==> config.mk <==
export PLATFORM = sky130hd
export DESIGN_NAME = iter_alu
export DESIGN_NICKNAME = d
export VERILOG_FILES = /design/src/rtl/iter_alu.sv
export SDC_FILE = /design/constraint.sdc
export NUM_CORES = 1
export LEC_CHECK = 0
export CORE_ASPECT_RATIO = 2
export CORE_MARGIN = 2
export CORE_UTILIZATION = 45
export DETAILED_ROUTE_END_ITERATION = 6
export PLACE_DENSITY = 0.66
export SYNTH_ARGS = -nofsm -noshare
export SYNTH_HDL_FRONTEND = slang
export SYNTH_SLANG_ARGS = --single-unit
==> constraint.sdc <==
create_clock -name clk -period 4.45 [get_ports clk]
set_input_delay 0.89 -clock clk [delete_from_list [all_inputs] [get_ports clk]]
set_output_delay 0.89 -clock clk [all_outputs]
set_load 0.01 [all_outputs]
==> src/rtl/iter_alu.sv <==
// Handshaked ALU: single-cycle arithmetic/logic/shift/compare plus
// iterative shift-add multiply and restoring divide.
module iter_alu #(
  parameter int WIDTH = 8
) (
  input  logic             clk,
  input  logic             reset,
  input  logic             in_valid,
  output logic             in_ready,
  input  logic [3:0]       op,
  input  logic [WIDTH-1:0] input_A,
  input  logic [WIDTH-1:0] input_B,
  input  logic             carry_in,
  input  logic             shift_dir,
  input  logic             shift_type,
  output logic             out_valid,
  input  logic             out_ready,
  output logic [WIDTH-1:0] out,
  output logic [WIDTH-1:0] out_hi,
  output logic             CARRY,
  output logic             LT,
  output logic             GT,
  output logic             EQ,
  output logic             DIV_ZERO
);

  localparam int CW = $clog2(WIDTH);
  localparam logic [CW-1:0] LAST = CW'(WIDTH - 1);

  localparam logic [3:0] OP_ADD = 4'd0;
  localparam logic [3:0] OP_ADC = 4'd1;
  localparam logic [3:0] OP_SUB = 4'd2;
  localparam logic [3:0] OP_AND = 4'd3;
  localparam logic [3:0] OP_OR  = 4'd4;
  localparam logic [3:0] OP_XOR = 4'd5;
  localparam logic [3:0] OP_MOV = 4'd6;
  localparam logic [3:0] OP_CMP = 4'd7;
  localparam logic [3:0] OP_SHF = 4'd8;
  localparam logic [3:0] OP_MUL = 4'd9;
  localparam logic [3:0] OP_DIV = 4'd10;

  typedef enum logic [1:0] {IDLE, EXEC, DONE} state_t;

  state_t           state;
  logic [CW-1:0]    cnt;
  logic             is_div;
  logic [WIDTH-1:0] b_reg;
  logic [WIDTH-1:0] hi;
  logic [WIDTH-1:0] lo;

  logic [WIDTH:0]   add_sum;
  logic [WIDTH:0]   sub_dif;
  logic [WIDTH-1:0] res_lo;
  logic [WIDTH-1:0] res_hi;
  logic             res_c;
  logic             res_lt;
  logic             res_gt;
  logic             res_eq;
  logic             res_dz;
  logic             go_exec;

  logic [WIDTH:0]   mul_sum;
  logic [WIDTH:0]   div_sh;
  logic [WIDTH:0]   div_dif;
  logic [WIDTH-1:0] hi_nxt;
  logic [WIDTH-1:0] lo_nxt;

  assign in_ready = (state == IDLE);

  assign add_sum = {1'b0, input_A} + {1'b0, input_B}
                 + {{WIDTH{1'b0}}, (op == OP_ADC) && carry_in};
  assign sub_dif = {1'b0, input_A} - {1'b0, input_B};

  always_comb begin
    res_lo  = '0;
    res_hi  = '0;
    res_c   = 1'b0;
    res_lt  = 1'b0;
    res_gt  = 1'b0;
    res_eq  = 1'b0;
    res_dz  = 1'b0;
    go_exec = 1'b0;
    case (op)
      OP_ADD, OP_ADC: begin
        res_lo = add_sum[WIDTH-1:0];
        res_c  = add_sum[WIDTH];
      end
      OP_SUB: begin
        res_lo = sub_dif[WIDTH-1:0];
        res_c  = sub_dif[WIDTH];
      end
      OP_AND: res_lo = input_A & input_B;
      OP_OR:  res_lo = input_A | input_B;
      OP_XOR: res_lo = input_A ^ input_B;
      OP_MOV: res_lo = input_B;
      OP_CMP: begin
        res_lt = input_A < input_B;
        res_gt = input_A > input_B;
        res_eq = input_A == input_B;
      end
      OP_SHF: begin
        if (shift_dir) begin
          res_lo = {shift_type & input_A[WIDTH-1], input_A[WIDTH-1:1]};
          res_c  = input_A[0];
        end else begin
          res_lo = {input_A[WIDTH-2:0], carry_in};
          res_c  = input_A[WIDTH-1];
        end
      end
      OP_MUL: go_exec = 1'b1;
      OP_DIV: begin
        if (input_B == '0) begin
          res_lo = '1;
          res_hi = input_A;
          res_dz = 1'b1;
        end else begin
          go_exec = 1'b1;
        end
      end
      default: ;
    endcase
  end

  // hi:lo is the product accumulator for MUL, remainder:quotient for DIV
  assign mul_sum = {1'b0, hi} + (lo[0] ? {1'b0, b_reg} : '0);
  assign div_sh  = {hi, lo[WIDTH-1]};
  assign div_dif = div_sh - {1'b0, b_reg};

  always_comb begin
    hi_nxt = mul_sum[WIDTH:1];
    lo_nxt = {mul_sum[0], lo[WIDTH-1:1]};
    if (is_div) begin
      if (!div_dif[WIDTH]) begin
        hi_nxt = div_dif[WIDTH-1:0];
        lo_nxt = {lo[WIDTH-2:0], 1'b1};
      end else begin
        hi_nxt = div_sh[WIDTH-1:0];
        lo_nxt = {lo[WIDTH-2:0], 1'b0};
      end
    end
  end

  always_ff @(posedge clk or posedge reset) begin
    if (reset) begin
      state     <= IDLE;
      cnt       <= '0;
      is_div    <= 1'b0;
      b_reg     <= '0;
      hi        <= '0;
      lo        <= '0;
      out_valid <= 1'b0;
      out       <= '0;
      out_hi    <= '0;
      CARRY     <= 1'b0;
      LT        <= 1'b0;
      GT        <= 1'b0;
      EQ        <= 1'b0;
      DIV_ZERO  <= 1'b0;
    end else begin
      unique case (state)
        IDLE: begin
          if (in_valid) begin
            if (go_exec) begin
              state  <= EXEC;
              cnt    <= '0;
              is_div <= (op == OP_DIV);
              b_reg  <= input_B;
              hi     <= '0;
              lo     <= input_A;
            end else begin
              state     <= DONE;
              out_valid <= 1'b1;
              out       <= res_lo;
              out_hi    <= res_hi;
              CARRY     <= res_c;
              LT        <= res_lt;
              GT        <= res_gt;
              EQ        <= res_eq;
              DIV_ZERO  <= res_dz;
            end
          end
        end
        EXEC: begin
          hi  <= hi_nxt;
          lo  <= lo_nxt;
          cnt <= cnt + 1'b1;
          if (cnt == LAST) begin
            state     <= DONE;
            cnt       <= '0;
            out_valid <= 1'b1;
            out       <= lo_nxt;
            out_hi    <= hi_nxt;
            CARRY     <= !is_div && (hi_nxt != '0);
            LT        <= 1'b0;
            GT        <= 1'b0;
            EQ        <= 1'b0;
            DIV_ZERO  <= 1'b0;
          end
        end
        DONE: begin
          if (out_ready) begin
            state     <= IDLE;
            out_valid <= 1'b0;
          end
        end
        default: state <= IDLE;
      endcase
    end
  end

endmodule

Fig. 1: signal wires on met3
The bar under the picture is 20 µm long. Cells faint in the background.
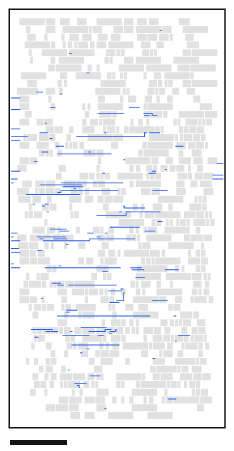
69 nets have wire on it. The longest straight run is 32.4 µm. The wires run mostly horizontal. The layer holds 3.2% of the routed length. The layer carries 541 µm of wire.
WL final: 16800 µm
DR vias: 4544
met3 global-route usage: 0.0267

Fig. 2: track usage over the die
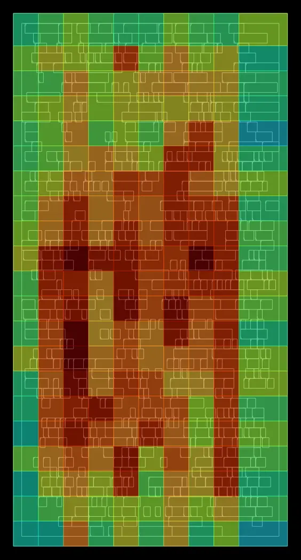
met1 usage: 0.337
Util after Layout: 0.545
most used routing layer: met2
Global Route Usage Sum: 0.318
WL/cell: 22.3 µm

Fig. 3: signal wires on met1
The bar under the picture is 20 µm long.
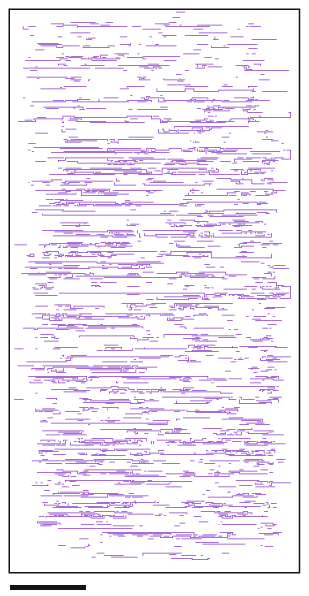
The layer carries 5830 µm of wire. The longest straight run is 37.9 µm. 636 nets have wire on it.

Fig. 4: signal wires on met2
The bar under the picture is 20 µm long. Cells faint in the background.
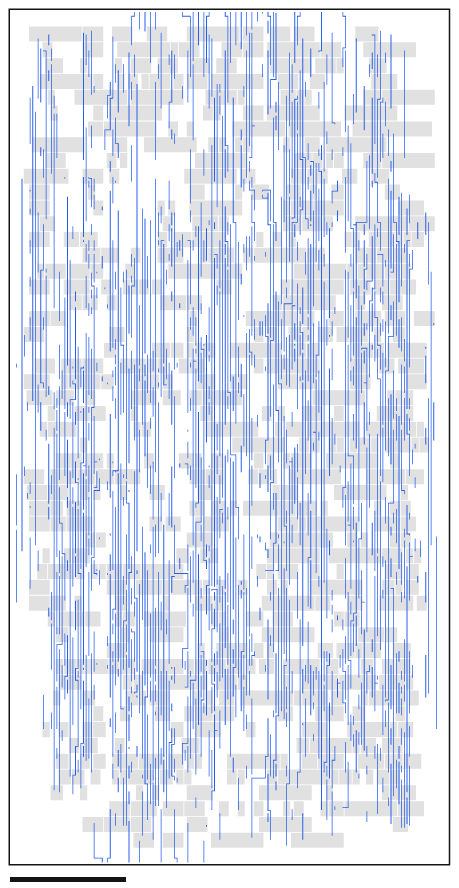
The wires run mostly vertical. The layer carries 8930 µm of wire.
met2 Usage GRT: 0.550

Fig. 5: metal 4
The bar under the picture is 20 µm long.
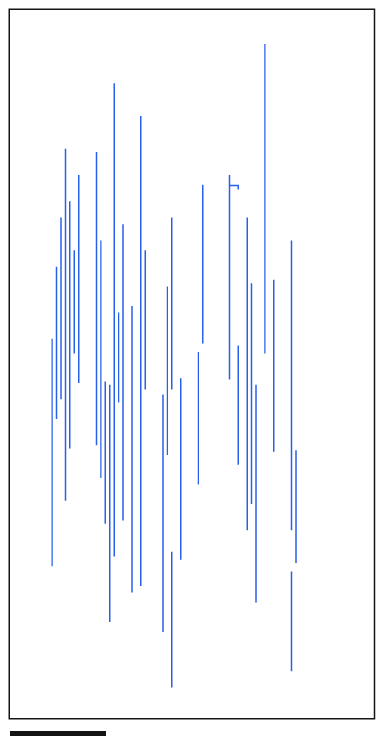
The layer carries 1520 µm of wire. 30 nets have wire on it. The wires run mostly vertical. The longest straight run is 97.9 µm.

==> results_dict.tcl <==
# yosys + openroad results
set metrics [dict create \
    grt_max_degree 53 \
    comb_power_share 0.573 \
    slew_viol_final 0 \
    p_sw_uw 1280 \
    m1WireLength_um 5830 \
    overflow 0 \
    drtIter0Drc 283 \
    critPathMaxFanout 3 \
    dp_slack_ns 0.408 \
    layout_setup_ws_ns 0.625 \
    nMultiInputCombCells 450 \
    swShare 0.445 \
    comb_power_uw 1640 \
    ant_nets 0 \
    ys_sh_simple 0.194 \
    core_area_mm2 0.0100 \
    top_logic_kind "AND-OR/OR-AND gates" \
    numCtsBuffers 5 \
    drive_gt1_frac 0.0679 \
    yosysChipArea_mm2 0.00460 \
    top_layer "met4" \
    antenna_found_initial 0 \
    cts_resized 0 \
    yosys_warnings 0 \
    drcViolationCount 0 \
    status "complete, no violations" \
    finalPower_uw 2870 \
    final-seq-area_mm2 0.00130 \
    most-common-layout-cells "58 x nand2_1, 54 x nor2_1, 52 x dfrtp_1" \
    gp_congestion 1.05 \
    adder_share 0.136 \
    hold_path.class "reg -> reg" \
    setup_viol 0 \
    yosys.area.top_type "dfrtp_1" \
    netlist_instances 566 \
    synthTopCellsByArea "dfrtp_1 28%, ha_1 11%, o21ai_0 5.6%, mux2i_1 5.2%, a21oi_1 5.1%" \
    largest_cell_class "multi-input combinational cells" \
    whs_ns 0.486 \
    tap_cells 135 \
    synthArstFlopShare 1.00 \
    ys_cells 566 \
    dieArea_mm2 0.0111 \
    ys.flop_type "dfrtp_1" \
    die_y_um 147 \
    powerDensity_mw_per_mm2 525 \
    post-synth-top-count-cell "nand2_1" \
    sh_seq_area 0.238 \
    top_power_group "combinational logic" \
    clock_area_frac 0.0275 \
    mux_share 0.0572 \
    dp_hpwl_um 13500 \
    avgSynthCellArea_um2 8.12 \
]
-- critical path: stages --
cell and delay (ns):
clkdlybuf4s50_1 0.46, nor2b_1 0.27, nand3_1 0.16, fa_1 0.43, fa_1 0.42, nor2b_1 0.14
o21a_1 0.20, o21ai_0 0.14, a21oi_1 0.18, nor3_1 0.06, o311ai_0 0.37, a21oi_1 0.13
o21ai_0 0.18
-- path summary, 6_finish.rpt --
check	end	slack, ns	cells after the start	from
min reg2reg	out_valid	0.49	1	out_valid
min in group asynchronous	cnt[1]	1.18	2	reset
max	out[6]	0.63	13	op[0]
max reg2reg	out_hi[1]	0.80	13	lo[7]
min	out_valid	0.49	1	out_valid
max in group asynchronous	hi[2]	2.58	2	reset
